==> src/rtl/ptp_bus_arb_if.sv <==
// Per-master request/response port for the bus2ip arbiter.
interface ptp_bus_arb_if;
  logic        req;
  logic        we;
  logic [31:0] addr;
  logic [31:0] wdata;
  logic        ack;
  logic [31:0] rdata;

  // Requesting master drives the command and receives ack/rdata.
  modport master (output req, we, addr, wdata, input ack, rdata);
  // Arbiter side accepts the command and returns ack/rdata.
  modport slave  (input req, we, addr, wdata, output ack, rdata);
endinterface

==> src/rtl/ptp_bus_arb.sv <==
// Two-master round-robin arbiter/sequencer for the PTP NIC bus2ip slave port.
module ptp_bus_arb #(
  parameter int unsigned RD_LAT = 2
) (
  input  logic          bus2ip_clk,
  input  logic          bus2ip_rst_n,
  ptp_bus_arb_if.slave  m0,
  ptp_bus_arb_if.slave  m1,
  output logic [31:0]   s_addr_o,
  output logic [31:0]   s_data_o,
  output logic          s_rd_ce_o,
  output logic          s_wr_ce_o,
  input  logic [31:0]   s_rdata_i,
  output logic          busy_o,
  output logic          grant_o
);

  localparam int unsigned DW    = 32;
  localparam int unsigned CNT_W = 4;

  typedef enum logic [2:0] {
    S_IDLE  = 3'd0,
    S_ISSUE = 3'd1,
    S_WAIT  = 3'd2,
    S_CAPT  = 3'd3,
    S_ACK   = 3'd4
  } state_t;

  state_t           r_state, w_state_nxt;
  logic [DW-1:0]    r_addr, w_addr;
  logic [DW-1:0]    r_data, w_data;
  logic             r_we, w_we;
  logic             r_grant, w_grant;
  logic             r_last_grant, w_last_grant;
  logic             r_rd_ce, w_rd_ce;
  logic             r_wr_ce, w_wr_ce;
  logic [CNT_W-1:0] r_cnt, w_cnt;
  logic             r_m0_ack, w_m0_ack;
  logic             r_m1_ack, w_m1_ack;
  logic [DW-1:0]    r_m0_rdata, w_m0_rdata;
  logic [DW-1:0]    r_m1_rdata, w_m1_rdata;
  logic             r_busy, w_busy;
  logic             w_any_req;
  logic             w_pick_m1;

  // Winner selection: a lone requester wins; on a tie the master that did not go last wins.
  assign w_any_req = m0.req | m1.req;
  assign w_pick_m1 = m1.req & (~m0.req | ~r_last_grant);

  // State and registered outputs; reset aborts any transaction in flight.
  always_ff @(posedge bus2ip_clk or negedge bus2ip_rst_n) begin
    if (!bus2ip_rst_n) begin
      r_state      <= S_IDLE;
      r_addr       <= '0;
      r_data       <= '0;
      r_we         <= 1'b0;
      r_grant      <= 1'b0;
      r_last_grant <= 1'b1;
      r_rd_ce      <= 1'b0;
      r_wr_ce      <= 1'b0;
      r_cnt        <= '0;
      r_m0_ack     <= 1'b0;
      r_m1_ack     <= 1'b0;
      r_m0_rdata   <= '0;
      r_m1_rdata   <= '0;
      r_busy       <= 1'b0;
    end else begin
      r_state      <= w_state_nxt;
      r_addr       <= w_addr;
      r_data       <= w_data;
      r_we         <= w_we;
      r_grant      <= w_grant;
      r_last_grant <= w_last_grant;
      r_rd_ce      <= w_rd_ce;
      r_wr_ce      <= w_wr_ce;
      r_cnt        <= w_cnt;
      r_m0_ack     <= w_m0_ack;
      r_m1_ack     <= w_m1_ack;
      r_m0_rdata   <= w_m0_rdata;
      r_m1_rdata   <= w_m1_rdata;
      r_busy       <= w_busy;
    end
  end

  // Next-state sequencing: issue strobe, optional read wait, capture, ack.
  always_comb begin
    w_state_nxt = r_state;
    case (r_state)
      S_IDLE:  if (w_any_req) w_state_nxt = S_ISSUE;
      S_ISSUE: begin
        if (r_we)             w_state_nxt = S_ACK;
        else if (RD_LAT == 1) w_state_nxt = S_CAPT;
        else                  w_state_nxt = S_WAIT;
      end
      S_WAIT:  if (r_cnt <= CNT_W'(1)) w_state_nxt = S_CAPT;
      S_CAPT:  w_state_nxt = S_ACK;
      S_ACK:   w_state_nxt = S_IDLE;
      default: w_state_nxt = S_IDLE;
    endcase
  end

  // Next values of the registered outputs; strobes and acks are single-cycle pulses.
  always_comb begin
    w_addr       = r_addr;
    w_data       = r_data;
    w_we         = r_we;
    w_grant      = r_grant;
    w_last_grant = r_last_grant;
    w_rd_ce      = 1'b0;
    w_wr_ce      = 1'b0;
    w_cnt        = r_cnt;
    w_m0_ack     = 1'b0;
    w_m1_ack     = 1'b0;
    w_m0_rdata   = r_m0_rdata;
    w_m1_rdata   = r_m1_rdata;
    w_busy       = (w_state_nxt != S_IDLE);
    case (r_state)
      S_IDLE: begin
        if (w_any_req) begin
          w_grant = w_pick_m1;
          w_addr  = w_pick_m1 ? m1.addr  : m0.addr;
          w_data  = w_pick_m1 ? m1.wdata : m0.wdata;
          w_we    = w_pick_m1 ? m1.we    : m0.we;
          w_wr_ce = w_we;
          w_rd_ce = ~w_we;
        end
      end
      S_ISSUE: begin
        w_cnt = CNT_W'(RD_LAT - 1);
        if (r_we) begin
          w_m0_ack = ~r_grant;
          w_m1_ack = r_grant;
        end
      end
      S_WAIT: begin
        w_cnt = r_cnt - CNT_W'(1);
      end
      S_CAPT: begin
        if (r_grant) w_m1_rdata = s_rdata_i;
        else         w_m0_rdata = s_rdata_i;
        w_m0_ack = ~r_grant;
        w_m1_ack = r_grant;
      end
      S_ACK: begin
        w_last_grant = r_grant;
      end
      default: ;
    endcase
  end

  assign s_addr_o  = r_addr;
  assign s_data_o  = r_data;
  assign s_rd_ce_o = r_rd_ce;
  assign s_wr_ce_o = r_wr_ce;
  assign busy_o    = r_busy;
  assign grant_o   = r_grant;
  assign m0.ack    = r_m0_ack;
  assign m0.rdata  = r_m0_rdata;
  assign m1.ack    = r_m1_ack;
  assign m1.rdata  = r_m1_rdata;

endmodule

==> src/flat_wrapper.sv <==
// flat-port wrapper written by rule: the top's interface ports become plain ports
module ptp_bus_arb_flat 
#(
  parameter int unsigned RD_LAT = 2
)
  (bus2ip_clk, bus2ip_rst_n, s_addr_o, s_data_o, s_rd_ce_o, s_wr_ce_o, s_rdata_i, busy_o, grant_o, m0_req, m0_we, m0_addr, m0_wdata, m0_ack, m0_rdata, m1_req, m1_we, m1_addr, m1_wdata, m1_ack, m1_rdata);
  ptp_bus_arb_if m0_i ();
  ptp_bus_arb_if m1_i ();
  input  logic bus2ip_clk;
  input  logic bus2ip_rst_n;
  output logic [31:0] s_addr_o;
  output logic [31:0] s_data_o;
  output logic s_rd_ce_o;
  output logic s_wr_ce_o;
  input  logic [31:0] s_rdata_i;
  output logic busy_o;
  output logic grant_o;
  input wire logic [$bits(m0_i.req)-1:0] m0_req;
  input wire logic [$bits(m0_i.we)-1:0] m0_we;
  input wire logic [$bits(m0_i.addr)-1:0] m0_addr;
  input wire logic [$bits(m0_i.wdata)-1:0] m0_wdata;
  output wire logic [$bits(m0_i.ack)-1:0] m0_ack;
  output wire logic [$bits(m0_i.rdata)-1:0] m0_rdata;
  input wire logic [$bits(m1_i.req)-1:0] m1_req;
  input wire logic [$bits(m1_i.we)-1:0] m1_we;
  input wire logic [$bits(m1_i.addr)-1:0] m1_addr;
  input wire logic [$bits(m1_i.wdata)-1:0] m1_wdata;
  output wire logic [$bits(m1_i.ack)-1:0] m1_ack;
  output wire logic [$bits(m1_i.rdata)-1:0] m1_rdata;
  assign m0_i.req = m0_req;
  assign m0_i.we = m0_we;
  assign m0_i.addr = m0_addr;
  assign m0_i.wdata = m0_wdata;
  assign m0_ack = m0_i.ack;
  assign m0_rdata = m0_i.rdata;
  assign m1_i.req = m1_req;
  assign m1_i.we = m1_we;
  assign m1_i.addr = m1_addr;
  assign m1_i.wdata = m1_wdata;
  assign m1_ack = m1_i.ack;
  assign m1_rdata = m1_i.rdata;
  ptp_bus_arb #(.RD_LAT(RD_LAT)) u_core (.bus2ip_clk(bus2ip_clk), .bus2ip_rst_n(bus2ip_rst_n), .m0(m0_i), .m1(m1_i), .s_addr_o(s_addr_o), .s_data_o(s_data_o), .s_rd_ce_o(s_rd_ce_o), .s_wr_ce_o(s_wr_ce_o), .s_rdata_i(s_rdata_i), .busy_o(busy_o), .grant_o(grant_o));
endmodule
==> config.mk <==
export PLATFORM = sky130hd
export DESIGN_NAME = ptp_bus_arb_flat
export DESIGN_NICKNAME = d
export VERILOG_FILES = /design/src/rtl/ptp_bus_arb_if.sv /design/src/rtl/ptp_bus_arb.sv /design/src/flat_wrapper.sv
export SDC_FILE = /design/constraint.sdc
export NUM_CORES = 1
export LEC_CHECK = 0
export ABC_AREA = 1
export CAP_MARGIN = 20
export CELL_PAD_IN_SITES_DETAIL_PLACEMENT = 0
export CELL_PAD_IN_SITES_GLOBAL_PLACEMENT = 1
export CORE_ASPECT_RATIO = 1.25
export CORE_MARGIN = 2
export CORE_UTILIZATION = 30
export DETAILED_ROUTE_END_ITERATION = 10
export DONT_BUFFER_PORTS = 1
export GPL_TIMING_DRIVEN = 0
export PLACE_DENSITY_LB_ADDON = 0.1
export SETUP_SLACK_MARGIN = 0.5
export SLEW_MARGIN = 15
export SYNTH_ARGS = -nofsm -noshare
export SYNTH_HDL_FRONTEND = slang
export SYNTH_SLANG_ARGS = --single-unit
export TNS_END_PERCENT = 30
==> constraint.sdc <==
create_clock -name bus2ip_clk -period 2.64 [get_ports bus2ip_clk]
set_clock_uncertainty 0.05 [all_clocks]
set_input_delay 0.396 -clock bus2ip_clk [delete_from_list [all_inputs] [get_ports bus2ip_clk]]
set_output_delay 0.396 -clock bus2ip_clk [all_outputs]
set_load 0.01 [all_outputs]
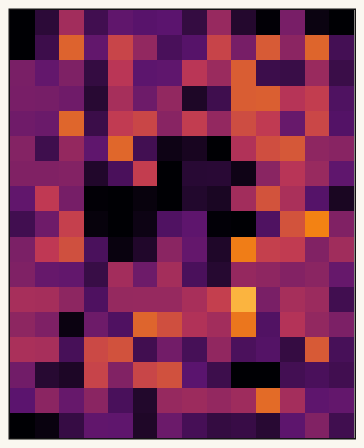
*Placement density heat map*
The die is cut into 14 by 17 equal tiles; black is low, pale yellow is high, 0 to 100% covered.
fullest tile: 84%
tiles over 75% full: 0.40%
densest ninth of the die: right middle
nearly empty tiles: 6.7%
core footprint: 0.0214 mm²
fp_density: 30.3%
Final Core Density: 34.6%

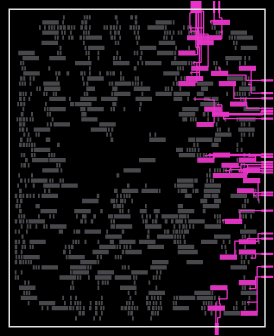
*Port wiring*
legend:
  magenta:
    port: m0_rdata
    bits: 32
    direction: output
    end_cells: 32
    buffers: 0
    wire: 777 µm
I/O Buffers: 0
io pins: 300

==> changes_impl.md <==
## Implementation

- GPL Wtd Cong: 0.806
- Fin Setup TNS: 0 ns
- Slew headroom: 65.5%
- Routed len/inst: 16.6 µm
- Final HPWL DP: 14,200 µm
- Layout filler cell count: 2,285
- Die Size: 0.0228 mm²
- Post-Syn Nets: 1,005
- DP Worst Slack: 0.886 ns
- Critical Path AT: 2.01 ns
- Yosys warning tally: 0
- Worst skew pair latency: 0.41 ns
- Drt first pass iters: 4
- Run status: finished, violations left
- Final Hold Fails: 143
- Initial DRC Count: 233
- Startpoint types: flop
- WHS: -0.375 ns
- Failing checks: hold timing
- Crit Path Category: flop to flop
- Clk sinks: 143
cell families (layout without fill, tap and decap cells):
group / Yosys count / in the layout
flip-flops: 143 / 143
XOR/XNOR: 1 / 1
buffers and inverters: 59 / 90
AND/OR/NAND/NOR: 628 / 628
AND-OR/OR-AND: 4 / 4
adder cells (fa/ha/maj): 2 / 2
registers in the layout, summed over array words and instances, names as in the netlist:
name and cells:
u_core.m1.rdata 32, u_core.m0.ack 1, u_core.r_state 3, u_core.m0.rdata 32, u_core.r_cnt 4, u_core.s_wr_ce_o 1, u_core.busy_o 1, u_core.s_rd_ce_o 1
u_core.grant_o 1, u_core.s_addr_o 32, u_core.m1.ack 1, u_core.s_data_o 32, u_core.r_last_grant 1, u_core.r_we 1
how the worst max path moves through the flow:
stage	end
floorplan	u_core.grant_o
global placement	u_core.s_addr_o[27]
detailed placement	u_core.s_addr_o[27]
CTS	u_core.s_addr_o[27]
global route	u_core.s_addr_o[27]
finish	u_core.s_addr_o[27]
layout make-up:
class	instances	area (µm²)	area share, %
plain buffers	47	322	4.34
clock buffers	20	457	6.17
clock inverters	11	108	1.45
inverters	12	45.0	0.608
multi-input cells	635	2540	34.4
flip-flops and latches	143	3580	48.4
well taps	279	349	4.72
per-layer routing:
layer / part of all wire, % / vias to the layer above / track usage [%] / wire, µm
met3: 10 / 24 / 6.74 / 1900
li1: - / 2599 / - / -
met5: 0 / - / 0 / 0
met4: 2.4 / 0 / 5.89 / 456
met2: 51 / 232 / 29.5 / 9600
met1: 37 / 2495 / 17.7 / 7030
where the power goes:
part	total [mW]	leakage (nW)	switching, mW	internal, mW
logic	2.53	2.03	1.59	0.938
registers	4.63	1.76	1.36	3.27
clock network	2.30	0.273	0.952	1.35
total	9.46	4.07	3.90	5.56
what timing repair did:
action / CTS / global route
hold endpoints to repair: 143 / 143
resized: 0 / 0
buffers inserted: 0 / 0
through the flow:
step                total power [mW]  std cells  utilization (%)  hold WS (ns)
global route                    10.3       1147             34.6        -0.402
finish                          9.46       1147             34.6        -0.375
global placement                7.18       1116             32.0        0.0537
floorplan                       6.35        837                -        0.0504
CTS                             9.66       1147             34.6        -0.398
detailed placement              7.28       1116             32.0        0.0538
critical path: stages (launching register included):
cell and delay, ns:
dfstp_2 0.54, nand2_1 0.08, nand2_1 0.15, buf_2 0.27, buf_2 0.27, nand2_1 0.09, nand2_1 0.08, nand2_1 0.06
nand2_1 0.05
cell usage in the layout, fill, tap and decap left out:
cell	Yosys	routed
inv_2	1	1
nand3b_1	1	1
nor2_1	11	11
buf_1	1	1
dfstp_2	1	1
xor2_1	1	1
clkinvlp_4	0	2
nand2_2	3	3
clkbuf_16	0	17
nand3_1	72	72
o21ai_0	4	4
nor2_4	3	3
buf_4	8	8
nand2_1	536	536
inv_1	11	11
ha_1	2	2
clkinv_2	0	2
clkinv_4	0	3
buf_2	20	20
bufinv_16	0	1
dfrtp_1	142	142
inv_6	0	3
clkbuf_1	6	7
nand3_2	1	1
buf_6	12	12
nor2_2	1	1
clkbuf_8	0	2
Power figures rest on the tool's default switching activity, not on a simulated workload.
